**Clock network drawn from the DEF**

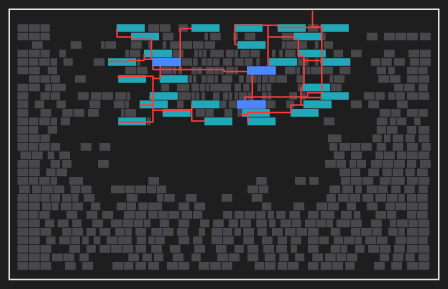
**Wiring heat map**

27 x 17 tiles, from dark blue (low) to red (high), scaled to the fullest tile. Values are wire area over tile area, all layers added.
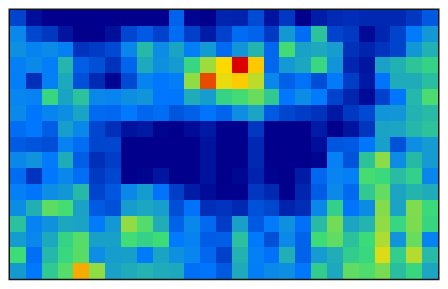
**Cell placement**

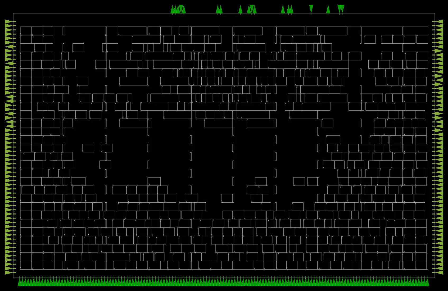
**Sizing map**

Bar = 50 µm.
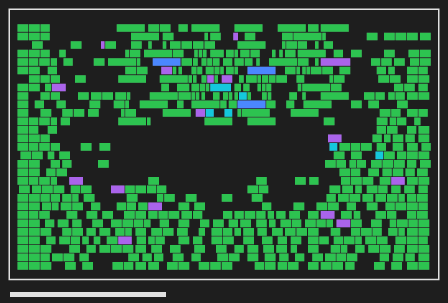
**Register map, names as in the netlist**

Bar = 50 µm. Other sequential cells in the stronger grey, the rest of the logic in the fainter grey.
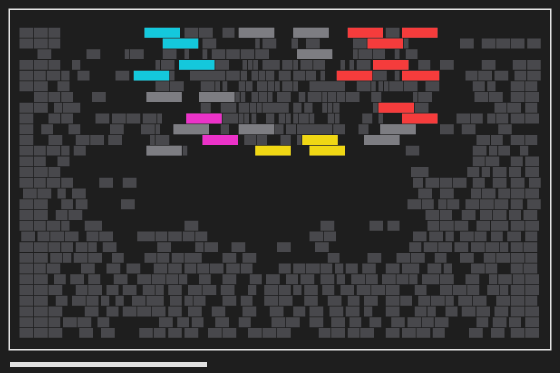
===== config.mk =====
export PLATFORM = sky130hd
export DESIGN_NAME = aes_round_ctrl
export DESIGN_NICKNAME = d
export VERILOG_FILES = /design/src/rtl/aes_round_ctrl.sv
export SDC_FILE = /design/constraint.sdc
export NUM_CORES = 1
export LEC_CHECK = 0
export CORE_AREA = 2 2 135 84
export DETAILED_ROUTE_END_ITERATION = 7
export DIE_AREA = 0 0 137 86
export PLACE_DENSITY = 0.85
export SLEW_MARGIN = 20
export SYNTH_ARGS = -nofsm -noshare
export SYNTH_HDL_FRONTEND = slang
export SYNTH_SLANG_ARGS = --single-unit

===== constraint.sdc =====
create_clock -name clk -period 3.95 [get_ports clk]
set_input_delay 0.79 -clock clk [delete_from_list [all_inputs] [get_ports clk]]
set_output_delay 0.79 -clock clk [all_outputs]
set_load 0.02 [all_outputs]

===== src/rtl/aes_round_ctrl.sv =====
// Round sequencer for the AES-128 CED datapath: steps KX/SB/SR/MC, gates state writes on check match.
// Optional macro CED_RETRY_EN adds a one-shot re-compare per stage occurrence and the retry_cnt output.
`timescale 1ns/1ps
module aes_round_ctrl #(
   parameter int NR = 10,
   parameter int DW = 128
) (
   input  logic          clk,
   input  logic          rst,
   input  logic          start,
   input  logic [DW-1:0] stage_out,
   input  logic [DW-1:0] stage_chk,
   output logic          busy,
   output logic          done,
   output logic          fault,
   output logic [3:0]    round,
   output logic [1:0]    stage,
   output logic          st_load,
   output logic          st_we,
   output logic          key_step,
   output logic [7:0]    rcon,
   output logic [3:0]    fault_round,
   output logic [1:0]    fault_stage
`ifdef CED_RETRY_EN
   ,
   output logic [7:0]    retry_cnt
`endif
);

   typedef enum logic [2:0] {
      S_IDLE, S_INIT, S_SB, S_SR, S_MC, S_KX, S_DONE
   } state_t;

   localparam logic [3:0] LP_NR = 4'(NR);
   localparam logic [1:0] STG_KX = 2'd0, STG_SB = 2'd1, STG_SR = 2'd2, STG_MC = 2'd3;

   state_t r_state;
   logic   w_active;
   logic   w_match;
   logic   w_retry;
   logic   w_fault;

   assign w_active = (r_state == S_INIT) || (r_state == S_SB) || (r_state == S_SR) ||
                     (r_state == S_MC)   || (r_state == S_KX);
   assign w_match  = (stage_out == stage_chk);

   // NOTE: st_we and key_step must follow this cycle's compare, so they stay combinational.
   assign st_we    = w_active && w_match;
   assign key_step = (r_state == S_KX) && w_match;

`ifdef CED_RETRY_EN
   logic r_retry_used;
   assign w_retry = w_active && !w_match && !r_retry_used;
`else
   assign w_retry = 1'b0;
`endif
   assign w_fault = w_active && !w_match && !w_retry;

   function automatic logic [7:0] xtime(input logic [7:0] a);
      return {a[6:0], 1'b0} ^ (a[7] ? 8'h1b : 8'h00);
   endfunction

   always_ff @(posedge clk or posedge rst) begin
      if (rst) begin
         r_state     <= S_IDLE;
         busy        <= 1'b0;
         done        <= 1'b0;
         fault       <= 1'b0;
         round       <= 4'd0;
         stage       <= STG_KX;
         st_load     <= 1'b0;
         rcon        <= 8'h01;
         fault_round <= 4'd0;
         fault_stage <= 2'd0;
`ifdef CED_RETRY_EN
         r_retry_used <= 1'b0;
         retry_cnt    <= 8'd0;
`endif
      end else begin
         done <= 1'b0;
         case (r_state)
            S_IDLE: begin
               if (start) begin
                  r_state     <= S_INIT;
                  busy        <= 1'b1;
                  stage       <= STG_KX;
                  st_load     <= 1'b1;
                  round       <= 4'd0;
                  rcon        <= 8'h01;
                  fault       <= 1'b0;
                  fault_round <= 4'd0;
                  fault_stage <= 2'd0;
`ifdef CED_RETRY_EN
                  r_retry_used <= 1'b0;
                  retry_cnt    <= 8'd0;
`endif
               end
            end
            S_DONE: r_state <= S_IDLE;
            default: begin
               if (w_fault) begin
                  r_state <= S_DONE;
                  busy    <= 1'b0;
                  done    <= 1'b1;
                  st_load <= 1'b0;
                  fault   <= 1'b1;
                  if (!fault) begin
                     fault_round <= round;
                     fault_stage <= stage;
                  end
               end else if (w_retry) begin
                  // Hold the stage for one re-compare; round, rcon and stage are left untouched.
`ifdef CED_RETRY_EN
                  r_retry_used <= 1'b1;
                  if (retry_cnt != 8'hff) retry_cnt <= retry_cnt + 8'd1;
`endif
               end else begin
`ifdef CED_RETRY_EN
                  r_retry_used <= 1'b0;
`endif
                  st_load <= 1'b0;
                  case (r_state)
                     S_INIT: begin r_state <= S_SB; round <= 4'd1; stage <= STG_SB; end
                     S_SB:   begin r_state <= S_SR; stage <= STG_SR; end
                     S_SR: begin
                        if (round < LP_NR) begin r_state <= S_MC; stage <= STG_MC; end
                        else               begin r_state <= S_KX; stage <= STG_KX; end
                     end
                     S_MC:   begin r_state <= S_KX; stage <= STG_KX; end
                     default: begin
                        if (round < LP_NR) begin
                           r_state <= S_SB;
                           stage   <= STG_SB;
                           round   <= round + 4'd1;
                           rcon    <= xtime(rcon);
                        end else begin
                           r_state <= S_DONE;
                           busy    <= 1'b0;
                           done    <= 1'b1;
                        end
                     end
                  endcase
               end
            end
         endcase
      end
   end

endmodule


==> impl_metrics.tcl <==
# metrics dict for downstream scripts
set metrics [dict create \
    status "finished, final reports clean" \
    fin_skew_ns 0.00401 \
    sh_comb_area 0.348 \
    crit_buf_inv 4 \
    overflow 0 \
    clkbuf_count 4 \
    common_cells "xnor2_1, nand4_1, dfrtp_1" \
    io_buffers 284 \
    vias 3372 \
    ir_drop_uv 238 \
    crit_path_end "st_we" \
    grtUsageMet1 0.224 \
    slew_headroom 0.571 \
    die_area_mm2 0.0118 \
    critPathMaxStageDelay_ns 0.41 \
    synthDistinctLibCells 41 \
    ys_sh_mux 0.0617 \
    grt_setup_unrepaired "no" \
    critPathCaptureType "output pin" \
    drv_cap 0 \
    ys_sh_simple 0.197 \
    drt_iter0_drc 101 \
    power_density_mw_per_mm2 305 \
    reg2reg_to "stage[1]" \
    slowest_stage "clkdlybuf4s50_1" \
    synth_top_area_share 0.410 \
    final_cells 737 \
    xor_area_frac 0.410 \
    antennaDiodeCount 2 \
    cts_setup_buffers 0 \
    htree_levels 1 \
    cts_sinks 27 \
    wl_met2_um 6180 \
    clk_share 0.0133 \
    final_area_mm2 0.00591 \
    comb_area_mm2 0.00206 \
    area_delta_synth_final_pct 111 \
    dp.cells 731 \
    hold_viol_final 0 \
    clock.fmax_mhz 268 \
    wirelength_met1_um 4760 \
    dpl_cell_area_mm2 0.00582 \
    drv_slew 0 \
    criticalPathCategory "primary input to output pin" \
    warning_count 26 \
    maxUsedRoutingLayer "met4" \
    cp_max_fo 5 \
    final_cell_mix "clkdlybuf4s50_1, xnor2_1, nand4_1, dfrtp_1, nand2_1" \
    seq_area_frac 0.114 \
    p_comb_mw 1.08 \
    synth-area-yosys_mm2 0.00280 \
    nFlopsAndLatches 27 \
    n_all_buffers 289 \
    io_pins 285 \
    ys_cells 311 \
    p_leak_nw 2.05 \
    hold_class "register to register" \
    setup_slack_ns 0.214 \
    dr.pass1.iters 4 \
    p_int_mw 1.12 \
    rrSetupSlack_ns 1.60 \
    switchingPower_mw 0.684 \
    cp-start-kind "primary input" \
    worstPathRequired_ns 3.16 \
    clock_tree.root_cell "clkbuf_16" \
    crit_cells 9 \
    worstMarginPinSlew_ns 0.642 \
    synthTopCellsByArea "xnor2_1, dfrtp_1, nand4_1, mux2i_1, nand2_1" \
    gr-usage-met2 0.384 \
    drc 0 \
    final_util 0.566 \
    top_area_cell_class "non-clock buffers" \
    die_h_um 86 \
    fp.coreArea_mm2 0.0105 \
    regArea_um2 677 \
    yosysWarnings 0 \
    wl_per_cell_um 17.0 \
    post_cts_resized 4 \
    wl_met3_um 1150 \
    gp_congestion 0.870 \
    setup_tns_ns 0 \
    ant_nets 0 \
    postSynthSeqShare 0.242 \
    aoi_share 0.0559 \
    inv_count 12 \
    pre_cts_slack_ns -0.267 \
    setup_viol 0 \
    ys_top_logic_family "XOR/XNOR gates" \
    r2r-start "r_state[2]" \
    synth-edff-count 0 \
    nWellTaps 139 \
    period_minus_slack_ns 3.74 \
    maxPowerGroup "combinational logic" \
]
Notes on 'clock network drawn from the DEF' above:
- clock-net drivers: blue (count 3)
- flip-flops: cyan (count 27)
- clock wires: red (length 366 µm)
- routed clock nets: 4

Notes on 'wiring heat map' above:
- tiles over half the peak: 9.2%
- densest ninth of the die: lower right
- fullest tile: 0.69

Notes on 'cell placement' above:
fill count: 898
row count: 29

Notes on 'sizing map' above:
- x2: purple (cells 16; share 2.7%)
- x3 and x4: cyan (cells 6; share 1.0%)
- x6 and larger: blue (cells 3; share 0.50%)
- x1 and smaller: green (cells 571; share 96%)

Notes on 'register map, names as in the netlist' above:
- fault_round: cyan (sequential cells 4)
- stage: magenta (sequential cells 2)
- rcon: red (sequential cells 8)
- r_state: yellow (sequential cells 3)

[worst min-delay path by stage]
stage | from | end | slack, ns | depth (start not counted)
finish | fault_round[0] | fault_round[0] | 0.53 | 2
detailed placement | fault_round[3] | fault_round[3] | 0.52 | 2
global route | fault_round[0] | fault_round[0] | 0.54 | 2
floorplan | rcon[0] | rcon[0] | 0.57 | 2
CTS | fault_round[0] | fault_round[0] | 0.53 | 2
global placement | fault_stage[0] | fault_stage[0] | 0.51 | 2
[state kept, by name, summed over array words and instances, names as in the netlist]
name and count:
rcon 8, fault_round 4, round 4, r_state 3
fault_stage 2, stage 2, busy 1, done 1
fault 1, st_load 1
[worst register-to-register path, stage by stage, from the launching register on]
cell	delay, ns
dfrtp_1	0.64
nor2_1	0.21
nand3_1	0.50
o31ai_1	0.16
or3_1	0.39
mux2_1	0.33
